==> config.mk <==
export PLATFORM = sky130hd
export DESIGN_NAME = demux1x2_stream_flat
export DESIGN_NICKNAME = d
export VERILOG_FILES = /design/src/rtl/demux_pkg.sv /design/src/rtl/demux1x2_stream_if.sv /design/src/rtl/stream_fifo2.sv /design/src/rtl/demux1x2_stream.sv /design/src/flat_wrapper.sv
export SDC_FILE = /design/constraint.sdc
export NUM_CORES = 1
export LEC_CHECK = 0
export ABC_AREA = 0
export CORE_MARGIN = 3
export CORE_UTILIZATION = 56
export DETAILED_ROUTE_END_ITERATION = 10
export PLACE_DENSITY = 0.86
export REMOVE_ABC_BUFFERS = 1
export SETUP_SLACK_MARGIN = 0.05
export SYNTH_ARGS = -nofsm -noshare
export SYNTH_HDL_FRONTEND = slang
export SYNTH_HIERARCHICAL = 1
export SYNTH_SLANG_ARGS = --single-unit
==> constraint.sdc <==
create_clock -name clk -period 5.2 [get_ports clk]
set_clock_uncertainty 0.05 [all_clocks]
set_input_delay 0.78 -clock clk [delete_from_list [all_inputs] [get_ports clk]]
set_output_delay 0.78 -clock clk [all_outputs]
set_load 0.01 [all_outputs]
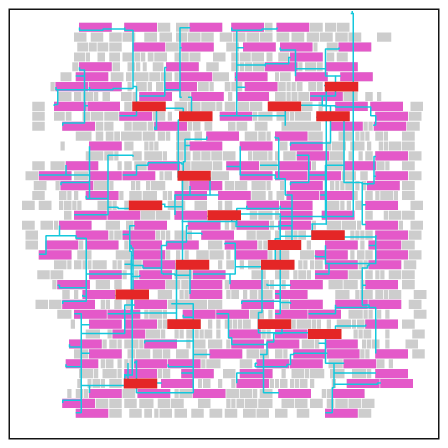
Figure 1: run 1, clock distribution.
Cyan marks clock wires, length 1790 um. Red marks cells driving clock nets, count 17. Magenta marks flip-flops, count 164.
Position of the flops: spread over the die. There are 18 routed clock nets.
Late-Pin Clk Latency: 0.41 ns
clock network fraction of design power: 31.1%
clock distribution power: 1.25 mW

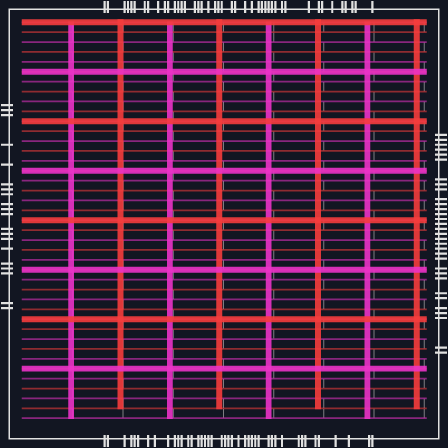
Figure 2: run 1, power grid.
Pins as bars on the die edge. Tap cells in gray.
Red marks VDD. Magenta marks VSS.
168 tap cells. 41 met1 rails follow the rows. 8 straps on met4.
core box area: 12100 sq um
width of the die: 118 um
floorplan die height: 118 um

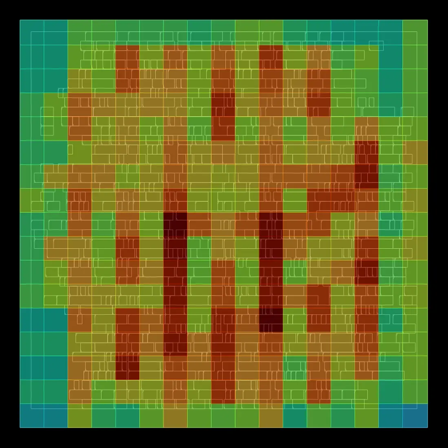
Figure 3: run 1, congestion heat map.
average wire per cell in the routed design: 18.1 um
met1 Usage GRT: 29.2%
Core Util, Final: 74.4%

==> results.txt, run 1 <==
Physical implementation

The flow ran to the end, and the final reports show no timing, DRC or antenna violations. The effective utilization at floorplan is roughly 58%. The upper clock frequency limit is approximately 0.27 GHz. The met3 layer usage reported by global route is 4.47%. The required time of the critical path is roughly 5.5 ns. The pin count of the biggest net entering global routing is 86. The final RePlAce weighted congestion is between 0.7 and 0.8. In this run the tool buffered the top-level ports with 136 buffer cells. The number of standard cells after synthesis is around 640. The met2 layer usage reported by global route is roughly 44%. The multi-input logic portion of the cell area is 29.9%. Among all stages on the critical path, the maximum delay recorded is between 0.7 and 0.8 ns. The number of non-clock buffers in the layout is ~140. The layer flagged by global routing as most heavily used is met2. In this run switching power makes up between 20% and 30% of total power. The count of sequential standard cells is approximately 160. STA classifies the critical path endpoint as a flop. Dividing the final minimum period by the clock period gives 71.8%.

The tree is rooted in a sky130_fd_sc_hd__clkbuf_16. Sorting the synthesized cells by area gives the leading types as sky130_fd_sc_hd__dfrtp_1 59%, sky130_fd_sc_hd__mux2_2 10%, sky130_fd_sc_hd__nand2_1 7.6%, sky130_fd_sc_hd__a31oi_1 5.7%, sky130_fd_sc_hd__nor2_1 3.9%. Dividing total power by cell area gives a power density of 446 nW/um^2.

The largest fanout on the critical path is 36. Checking hold timing, the worst path is listed with class input port to async pin. The total standard cell area after synthesis is between 6000 and 7000 sq um. The summed area of non-filler cells in the final layout is roughly 9000 sq um. Once synthesis finished, the tally of register bits stood at approximately 160. The number of cells on the worst reg-to-reg path is 10. Walking the worst path, the cells encountered are nor2b_4, buf_4, inv_2, nand2_1, nor2_1, nand2b_1, o21ai_4, buf_4, nor2_1, a31oi_1. On the worst setup and hold paths after CTS, the clock-pin slew comes to about 0.060 ns. The number of resized instances in the post-cts repair step is 0.

After Yosys synthesis, and, or, nand and nor cells account for between 15 and 20% of the synthesized area. The routed design could run at a clock period as short as ~3.7 ns. Setup repair after global routing left no endpoint under its margin. For reference, the final report shows the hold violation count at 0. According to the finish report, the design has a final net count of about 810. In this run the mean area of a mapped cell was approximately 11 sq um. The site row count is approximately 40. TritonCTS built the clock tree. The clock buffer count from CTS is 17.

In the synthesis report, Yosys lists the chip area as ~7000 sq um. Hold repair after CTS inserted 0 buffers. The count of antenna diodes in the layout is 0. The number of I/O pins is approximately 140.

The combinational cell fraction of total power is between 20% and 30%. The library cell contributing the largest single delay on the critical path is sky130_fd_sc_hd__o21ai_4. The number of warnings reported in the stage logs is 25. In the final layout, flip-flops and latches occupy between 4000 and 5000 sq um. The final report lists a non-filler cell total of 947.

The area share of and-or/or-and cells after synthesis is around 7.4%. The setup slack after placement is 1.51 ns. The number of distinct library cells after synthesis is 34. The smallest setup slack after layout is ~1.5 ns.

The HPWL after detailed placement is about 11 mm. The net switching power is between 1 and 1.5 mW. The final total negative setup slack is 0 ns. Looking at the clock tree report, the maximum root-to-sink buffer count equals 2. The number of antenna violations at the first check in global routing came to 0.
## run 1: cell usage after synthesis
master / count
sky130_fd_sc_hd__dfrtp_1: 164
sky130_fd_sc_hd__nand2_1: 142
sky130_fd_sc_hd__nor2_1: 72
sky130_fd_sc_hd__a31oi_1: 64
sky130_fd_sc_hd__mux2_2: 64
sky130_fd_sc_hd__buf_2: 28
sky130_fd_sc_hd__xnor2_1: 26
sky130_fd_sc_hd__nand3_1: 12
sky130_fd_sc_hd__nand4_1: 8
sky130_fd_sc_hd__buf_4: 6
sky130_fd_sc_hd__and3_1: 4
sky130_fd_sc_hd__nand2b_1: 4
sky130_fd_sc_hd__nor2b_1: 4
sky130_fd_sc_hd__o22ai_1: 4
sky130_fd_sc_hd__xor2_1: 4
sky130_fd_sc_hd__a21boi_0: 2
sky130_fd_sc_hd__a21oi_1: 2
sky130_fd_sc_hd__and2_1: 2
sky130_fd_sc_hd__and4_1: 2
sky130_fd_sc_hd__clkbuf_1: 2
sky130_fd_sc_hd__ha_1: 2
sky130_fd_sc_hd__inv_1: 2
sky130_fd_sc_hd__inv_2: 2
sky130_fd_sc_hd__mux2_1: 2
sky130_fd_sc_hd__nand3b_1: 2
sky130_fd_sc_hd__nor2_2: 2
sky130_fd_sc_hd__nor3_1: 2
sky130_fd_sc_hd__nor4_2: 2
sky130_fd_sc_hd__o211a_1: 2
sky130_fd_sc_hd__o21ai_4: 2
sky130_fd_sc_hd__or2_1: 2
sky130_fd_sc_hd__or2_2: 2
sky130_fd_sc_hd__a21boi_2: 1
sky130_fd_sc_hd__nand2b_4: 1
## run 1: metal layers
metal / part of all wire, % / vias up
met3: 5.3 / 40
li1: - / 2432
met1: 39 / 2687
met5: 0 / -
met4: 2.6 / 0
met2: 53 / 197
Figure 4. Placement by cell class (run 1).
Scale bar: 20 um.
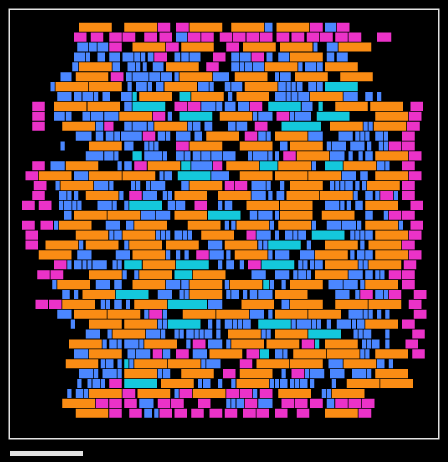

==> inputs of run 2 (changes only) <==
--- a/config.mk
+++ b/config.mk
@@ -7,9 +7,9 @@
 export LEC_CHECK = 0
 export ABC_AREA = 0
 export CORE_MARGIN = 3
-export CORE_UTILIZATION = 56
+export CORE_UTILIZATION = 47
 export DETAILED_ROUTE_END_ITERATION = 10
-export PLACE_DENSITY = 0.86
+export PLACE_DENSITY = 0.77
 export REMOVE_ABC_BUFFERS = 1
 export SETUP_SLACK_MARGIN = 0.05
 export SYNTH_ARGS = -nofsm -noshare
==> constraint.sdc (replaced) <==
create_clock -name clk -period 3.2 [get_ports clk]
set_clock_uncertainty 0.05 [all_clocks]
set_input_delay 0.48 -clock clk [delete_from_list [all_inputs] [get_ports clk]]
set_output_delay 0.48 -clock clk [all_outputs]
set_load 0.01 [all_outputs]
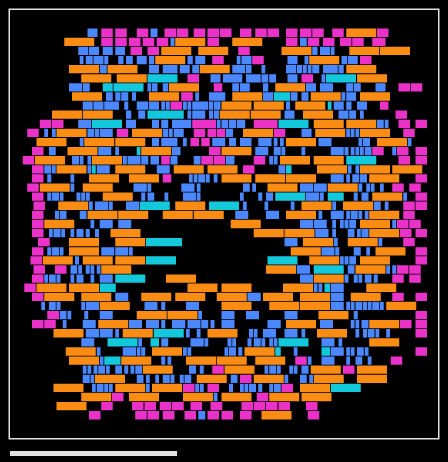
Figure 5: run 2, placement by cell class.
Scale bar: 50 um.
Cyan marks clock drivers and dummy loads, cells 32. Magenta marks other buffers and delay cells, cells 147. Blue marks all other logic, cells 442. Orange marks flip-flops, cells 164.
core box area: 14200 sq um
Final Instance Area: 9100 sq um
sequential share of cell area: 45.1%

==> run 2 against run 1 <==
Effect of this change:
- die size is 18% higher
- clock power is about 60% higher
- first-iteration DRC count fell by 38%
- register-to-register slack got worse by 0.49 ns
- critical endpoint is now bus_in_ready
- clock-buffer cell count fell by 1
- synthesized area is the same
- final area is 0.96% higher
- sequential share of layout area down 0.43 points
- routed wire length fell by 6.6%
==> results.txt, run 2 <==
Physical implementation

The run finished with clean final reports. The largest incremental delay on the critical path is approximately 0.55 ns. The class of the tightest hold or removal check is input port to async pin. The number of clock buffers added by TritonCTS is 17. The kind of end point of the critical path is an output port. Before CTS, the worst setup slack after placement is ~0.65 ns. The chip width is 128 um. Timing would allow up to ~0.4 GHz.

The repair_antennas step left the layout with diodes totalling 0. Detailed placement ended at an HPWL of roughly 11 mm. The maximum root-to-sink buffer count is 2. The mean post-synth cell area is 10.9 sq um. The clock-pin transition on the worst setup and hold timing paths is roughly 0.060 ns. For reference, the placement row count at floorplan is about 43. The primary flip-flop cell chosen by synthesis mapping is sky130_fd_sc_hd__dfrtp_1.

Once the clock tree was built, the resizer swapped 0 gates to a different size. By count the netlist is led by 164 x sky130_fd_sc_hd__dfrtp_1, 142 x sky130_fd_sc_hd__nand2_1, 72 x sky130_fd_sc_hd__nor2_1, 64 x sky130_fd_sc_hd__a31oi_1, 64 x sky130_fd_sc_hd__mux2_2. Hold-check failures listed in the final report amount to 0.

The data required time reported for the critical path is roughly 2.7 ns. The minimum clock period is approximately 2.5 ns. The number of storage elements in the synthesis netlist is roughly 160. The number of cells on the worst reg-to-reg path is 8. The count of flip-flops with a built-in enable after synthesis is 0.

Walking the worst path, the cells encountered are dlygate4sd3_1, buf_6, a21boi_2, clkdlybuf4s50_1. The worst setup path is launched from an input port. Setup repair after global routing left no endpoint under its margin. The number of antenna violations at the first check in global routing is 0. The area recorded from the Yosys report for this design is 6980 sq um.

For this run the aggregate overflow at the end of global routing stands at 0. 137 I/O pins were placed. The pin count of the biggest net entering global routing is ~84. The netlist uses 34 different library cells.

The total standard cell area after synthesis is 6980 sq um. The largest fanout on the critical path is 14. For this configuration, the core starts out at a cell density of approximately half. The final total negative setup slack is 0 ns. Yosys reported that registers with async set or reset make up 100%. The placement report lists the number of port buffers as 136.

The post-route clock period utilization is between 70 and 80%. The OpenROAD warning count is 25. The total of hold buffers inserted after clock tree synthesis is 1. The clock root buffer is sky130_fd_sc_hd__clkbuf_16. Per the skew report, the later register of the worst-skew pair sees a clock latency of 0.41 ns. The vertical extent of the die is 128 um. The dominant cell by count in the synthesized netlist is sky130_fd_sc_hd__dfrtp_1.
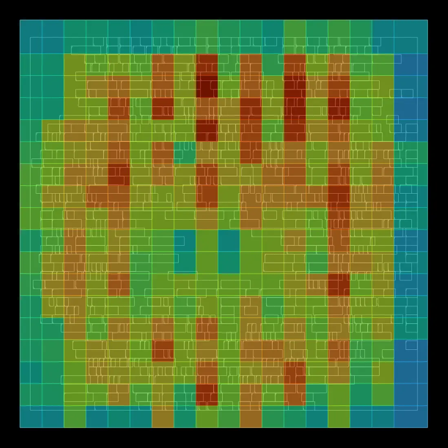
Figure 6: run 2, congestion heat map.
met1 Usage GRT: 26.1%
total global-route track usage: 20.0%
met2 global-route usage: 32.8%
global routing met3 resource utilization: 4.29%

## run 2: final cells by class
type / instances / area (sq um)
timing repair buffer: 147 / 1470
multi-input combinational: 438 / 2690
inverter: 4 / 15.0
fill: 1106 / 5110
clock buffer: 24 / 492
tap: 180 / 225
clock inverter: 8 / 98.8
sequential: 164 / 4100
## run 2: critical path: cells and delay by family
kind / cells / cell delay [ns]
AOI/OAI and AO/OA: 1 / 0.20
buffers and inverters: 3 / 1.26
## run 2: report_power, final
group          internal [mW]  switching, mW  total [mW]
Combinational          0.905          0.623        1.53
Clock                   1.23          0.775        2.00
Sequential              2.59          0.340        2.93
Total                   4.73           1.74        6.46
## run 2: metal layers
metal,wire length (um),vias up,global-route usage (%)
li1,-,2446,-
met1,6970,2568,26.1
met2,7880,160,32.8
met3,848,31,4.29
met4,351,0,7.68
met5,0,-,0
## run 2: cell families (layout without fill, tap and decap cells)
family	count (synthesis)	after routing	synth area share [%]
adders and majority gates	2	2	0.359
DFF	164	164	58.8
and+or+nand+nor	263	263	16.1
muxes	66	66	10.7
AOI/OAI and AO/OA	77	77	7.37
xor gates and xnor gates	30	30	3.77
buffers and inverters	40	183	2.98
## run 2: metrics by stage
step	instance area, sq um	cells	util [%]	total power [mW]
global placement	8500	932	59.8	4.42
CTS	9100	965	64.1	6.53
global route	9100	965	64.1	6.80
floorplan	6780	606	-	3.59
detailed placement	8500	932	59.8	4.50
finish	9100	965	64.1	6.46
No activity file was given, so power comes from the tool's default toggle rates.
